==> src/rtl/pong_pkg.sv <==
// rtl/pong_pkg.sv - shared constants and types for the Pong input front end
package pong_pkg;

  // Default number of active-low player buttons
  localparam int N_BTN_DEF = 2;

  // Default width of each initial speed field (x and y)
  localparam int SPEED_W_DEF = 2;

  // Pixel coordinate width shared with vga_sync
  localparam int PIX_W_DEF = 10;

  // Consecutive stable clocks needed before a new button level is accepted
  localparam int DEBOUNCE_CYCLES_DEF = 4;

  // Initial ball speed selection as seen by game_control
  typedef struct packed {
    logic [SPEED_W_DEF-1:0] x;
    logic [SPEED_W_DEF-1:0] y;
  } init_speed_t;

  // Counter width for a debounce window, kept at least one bit wide
  function automatic int debounce_cnt_w(input int cycles);
    return (cycles > 1) ? $clog2(cycles) : 1;
  endfunction

endpackage

==> src/rtl/debounce_chan.sv <==
// rtl/debounce_chan.sv - one button channel: 2-FF synchroniser followed by a debouncer
module debounce_chan
  import pong_pkg::*;
#(
  parameter int DEBOUNCE_CYCLES = DEBOUNCE_CYCLES_DEF
) (
  input  logic clk_i,
  input  logic rst_n_i,
  input  logic raw_i,
  output logic stable_o
);

  localparam int CNT_W = debounce_cnt_w(DEBOUNCE_CYCLES);
  localparam logic [CNT_W-1:0] CNT_LAST = CNT_W'(DEBOUNCE_CYCLES - 1);

  logic             sync_meta;
  logic             sync_q;
  logic [CNT_W-1:0] cnt;

  // Two-flop synchroniser for the asynchronous pin level
  always_ff @(posedge clk_i or negedge rst_n_i) begin
    if (!rst_n_i) begin
      sync_meta <= 1'b0;
      sync_q    <= 1'b0;
    end else begin
      sync_meta <= raw_i;
      sync_q    <= sync_meta;
    end
  end

  // Accept a new level only after it differs from the stable one for a full unbroken window
  always_ff @(posedge clk_i or negedge rst_n_i) begin
    if (!rst_n_i) begin
      cnt      <= '0;
      stable_o <= 1'b0;
    end else if (sync_q == stable_o) begin
      cnt <= '0;
    end else if (cnt == CNT_LAST) begin
      stable_o <= sync_q;
      cnt      <= '0;
    end else begin
      cnt <= cnt + 1'b1;
    end
  end

endmodule

==> src/rtl/pong_input_frontend.sv <==
// rtl/pong_input_frontend.sv - button/start/speed conditioning aligned to the VGA frame tick
module pong_input_frontend
  import pong_pkg::*;
#(
  parameter int N_BTN           = N_BTN_DEF,
  parameter int SPEED_W         = SPEED_W_DEF,
  parameter int PIX_W           = PIX_W_DEF,
  parameter int DEBOUNCE_CYCLES = DEBOUNCE_CYCLES_DEF
) (
  input  logic               clk_i,
  input  logic               rst_n_i,
  input  logic               start_n_i,
  input  logic [N_BTN-1:0]   btn_n_i,
  input  logic [SPEED_W-1:0] speed_x_n_i,
  input  logic [SPEED_W-1:0] speed_y_n_i,
  input  logic [PIX_W-1:0]   pix_x_i,
  input  logic [PIX_W-1:0]   pix_y_i,
  output logic               frame_tick_o,
  output logic [N_BTN-1:0]   btn_level_o,
  output logic [N_BTN-1:0]   btn_press_o,
  output logic               start_pulse_o,
  output logic [SPEED_W-1:0] speed_x_o,
  output logic [SPEED_W-1:0] speed_y_o
);

  // Channel N_BTN is the start button; the rest are player buttons
  logic [N_BTN:0]     raw_act;
  logic [N_BTN:0]     stable;

  logic [SPEED_W-1:0] spx_meta;
  logic [SPEED_W-1:0] spx_sync;
  logic [SPEED_W-1:0] spy_meta;
  logic [SPEED_W-1:0] spy_sync;

  logic               at_org;
  logic               at_org_q;
  logic               tick_edge;
  logic               start_seen;
  logic               start_rise;

  // Pins are active low; everything downstream is active high
  assign raw_act = {~start_n_i, ~btn_n_i};

  genvar g;
  generate
    for (g = 0; g <= N_BTN; g++) begin : g_chan
      debounce_chan #(
        .DEBOUNCE_CYCLES (DEBOUNCE_CYCLES)
      ) u_chan (
        .clk_i    (clk_i),
        .rst_n_i  (rst_n_i),
        .raw_i    (raw_act[g]),
        .stable_o (stable[g])
      );
    end
  endgenerate

  // Speed switches are static settings, so only synchronise them
  always_ff @(posedge clk_i or negedge rst_n_i) begin
    if (!rst_n_i) begin
      spx_meta <= '0;
      spx_sync <= '0;
      spy_meta <= '0;
      spy_sync <= '0;
    end else begin
      spx_meta <= ~speed_x_n_i;
      spx_sync <= spx_meta;
      spy_meta <= ~speed_y_n_i;
      spy_sync <= spy_meta;
    end
  end

  // Only the first cycle of the origin counts, however long vga_sync sits there
  assign at_org    = (pix_x_i == '0) && (pix_y_i == '0);
  assign tick_edge = at_org & ~at_org_q;
  assign start_rise = stable[N_BTN] & ~start_seen;

  // Remember last cycle's origin state for the rising-edge detect
  always_ff @(posedge clk_i or negedge rst_n_i) begin
    if (!rst_n_i) begin
      at_org_q     <= 1'b0;
      frame_tick_o <= 1'b0;
    end else begin
      at_org_q     <= at_org;
      frame_tick_o <= tick_edge;
    end
  end

  // Sample debounced levels once per frame and derive press/start pulses on that same edge
  always_ff @(posedge clk_i or negedge rst_n_i) begin
    if (!rst_n_i) begin
      btn_level_o   <= '0;
      btn_press_o   <= '0;
      start_pulse_o <= 1'b0;
      start_seen    <= 1'b0;
      speed_x_o     <= '0;
      speed_y_o     <= '0;
    end else if (tick_edge) begin
      btn_level_o   <= stable[N_BTN-1:0];
      btn_press_o   <= stable[N_BTN-1:0] & ~btn_level_o;
      start_pulse_o <= start_rise;
      start_seen    <= stable[N_BTN];
      if (start_rise) begin
        speed_x_o <= spx_sync;
        speed_y_o <= spy_sync;
      end
    end else begin
      btn_press_o   <= '0;
      start_pulse_o <= 1'b0;
    end
  end

endmodule

==> config.mk <==
export PLATFORM = sky130hd
export DESIGN_NAME = pong_input_frontend
export DESIGN_NICKNAME = d
export VERILOG_FILES = /design/src/rtl/pong_pkg.sv /design/src/rtl/debounce_chan.sv /design/src/rtl/pong_input_frontend.sv
export SDC_FILE = /design/constraint.sdc
export NUM_CORES = 1
export LEC_CHECK = 0
export CELL_PAD_IN_SITES_DETAIL_PLACEMENT = 1
export CELL_PAD_IN_SITES_GLOBAL_PLACEMENT = 2
export CORE_MARGIN = 3
export CORE_UTILIZATION = 30
export CTS_BUF_LIST = sky130_fd_sc_hd__clkbuf_4 sky130_fd_sc_hd__clkbuf_8
export DETAILED_ROUTE_END_ITERATION = 10
export HOLD_SLACK_MARGIN = 0.15
export PLACE_DENSITY = 0.74
export SKIP_LAST_GASP = 1
export SLEW_MARGIN = 20
export SYNTH_ARGS = -nofsm -noshare
export SYNTH_HDL_FRONTEND = slang
export SYNTH_SLANG_ARGS = --single-unit
==> constraint.sdc <==
create_clock -name clk_i -period 1.99 [get_ports clk_i]
set_clock_uncertainty 0.15 [all_clocks]
set_input_delay 0.4975 -clock clk_i [delete_from_list [all_inputs] [get_ports clk_i]]
set_output_delay 0.4975 -clock clk_i [all_outputs]
set_load 0.01 [all_outputs]
==> GITHUB_STEP_SUMMARY <==
### Metrics collected by this job

| Metric | Value |
|---|---|
| FMAX | 527 MHz |
| Cells after synthesis | 81 |
| H-tree levels | 2 |
| Ao+oa area frac | 0 |
| I/O Buffers | 38 |
| Int Power | 1.20 mW |
| Final nets | 164 |
| Top Layout Cells | dfrtp_1 (35), clkdlybuf4s50_1 (19), dlygate4sd2_1 (12), inv_1 (8) |
| Yosys top cell by area | dfrtp_1 |
| Worst r2r src | at_org_q$_DFF_PN0_ |
| I/O pin count | 39 |
| Top logic family | multiplexers |
| Grt total ovfl | 0 |
| CP arrival | 1910 ps |
| Flop area | 876 µm² |
| Mean post-synth cell area | 15.0 µm² |
| Vias in the first global route | 911 |
| RePlAce Congestion | 0.707 |
| Ys flop type | dfrtp_1 |
| Setup ws final | 91.9 ps |
| Sink Count | 35 |
| Psw | 0.376 mW |
| CP cell instances | dlygate4sd2_1 -> nor4_1 -> nand3_1 -> or3_4 -> mux2_4 |
| Multi-input logic area | 365 µm² |
| Hold depth | 0 |
| Final hold violation count | 0 |
| Clock tree buffer depth | 2 |
| Reg2reg end | speed_x_o[0]$_DFFE_PN0P_ |
| Ys cells | 81 |
| Startpoint types | input port |
| Commonest cells post-synth | dfrtp_1 (35), inv_1 (8), mux2_2 (7) |
| Top cells, area | dfrtp_1 (72%), mux2_2 (6.5%), mux2_4 (3.7%), ha_1 (3.1%), nor4_1 (2.6%) |
| Pin slew with the least headroom to its limit | 427 ps |
| Drt wl/cell | 14.2 µm |
| Yosys simple share | 0.0958 |
| Core area | 3770 µm² |
| Initial antenna violation count | 0 |
| Non-clock buffer share | 0.239 |
| Ys Warns | 0 |
| Hold/Removal Path Class | reg2reg |
| Clock transition at path regs | 60 ps |
| Clock network power share | 0.295 |
| DRT antenna net count | 0 |
| Slowest Stage Delay on Critical Path | 440 ps |
| Top delay family on crit path | simple AND/OR/NAND/NOR gates |
| P&R area growth vs syn | 52.3% |
| Power density over cell area | 851 nW/µm² |
| GRT Overall Usage | 0.114 |
| Clock group power | 0.464 mW |
| LEAKAGE | 0.924 nW |
| Seq area share | 0.473 |
| Fillers | 379 |
| Post-synth EDFFs | 0 |
| Crit path buffers/inverters | 1 |
| Pin count of the biggest net entering global routing | 36 |
| Chip width | 69.6 µm |
| Final Power | 1.57 mW |
| CP max-delay cell | or3_4 |
| Period utilization | 0.954 |
| Mapped cell area | 1210 µm² |
| Logic gate share of total power | 0.152 |
| Status | finished, final reports clean |
| Yosys top cell by instances | dfrtp_1 |
| Synth cell types | 15 |
| Top cell excl fill/tap | dfrtp_1 |
| VDD IR max | 0.000397 V |
| Root Buffer | clkbuf_8 |
| CP Depth | 5 |
| Non-clk bufs | 45 |
| Area fraction in xor and xnor cells | 0.0216 |
| Crit path required time | 2000 ps |
| Row count | 22 |
| Fin Hold WS | 201 ps |
| R2R setup slack | 450 ps |
-- metal layers --
metal / vias up / global-route usage / routed length (µm) / part of all wire
li1: 367 / - / - / -
met1: 394 / 0.118 / 937 / 0.37
met2: 19 / 0.201 / 1400 / 0.55
met3: 6 / 0.0478 / 155 / 0.061
met4: 0 / 0.0511 / 51 / 0.020
met5: - / 0 / 0 / 0
-- state kept, by name, indices dropped and copies added (netlist names) --
name and count:
g_chan.u_chan.sync_q 3, g_chan.u_chan.sync_meta 3, speed_y_o 2, g_chan.u_chan.cnt 6
speed_x_o 2, btn_level_o 2, btn_press_o 2, spy_sync 2
frame_tick_o 1, spy_meta 2, start_seen 1, spx_sync 2
at_org_q 1, start_pulse_o 1, spx_meta 2, g_chan.u_chan.stable_o 3
Fig. 1: metal 1
Drawn at 6 px/µm. Cells faint in the background.
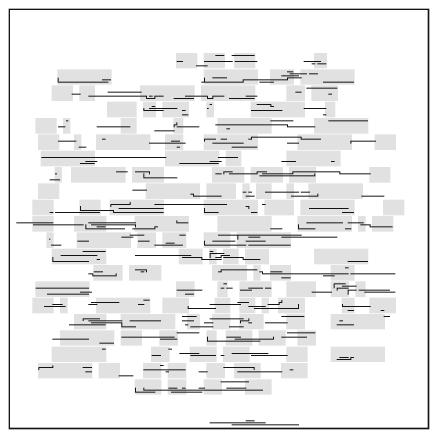
share of all routed wire: 37%
nets with wire on the layer: 148
met1 Use GR: 0.118
DRT Wirelength: 2540 µm

Fig. 2: met2 routing
Drawn at 6 px/µm.
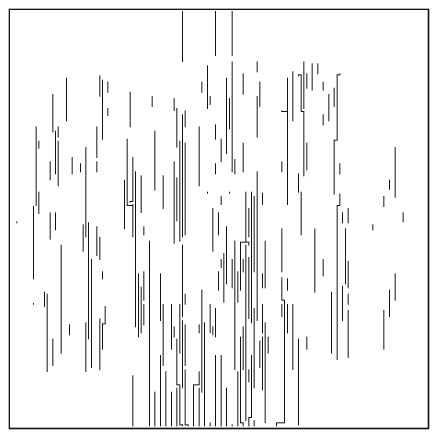
nets with wire on the layer: 152
wire length on this layer: 1400 µm
share of all routed wire: 55%
main direction: vertical
DR vias: 786
met2 Use GR: 0.201

Fig. 3: metal 3
Drawn at 4 px/µm. Cells faint in the background.
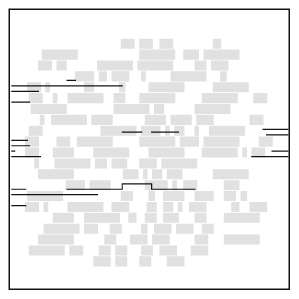
share of all routed wire: 6.1%
wire length on this layer: 156 µm
longest straight run: 27.6 µm
main direction: horizontal
nets with wire on the layer: 15
GR Util met3: 0.0478

Power and IR drop assume default switching activity.
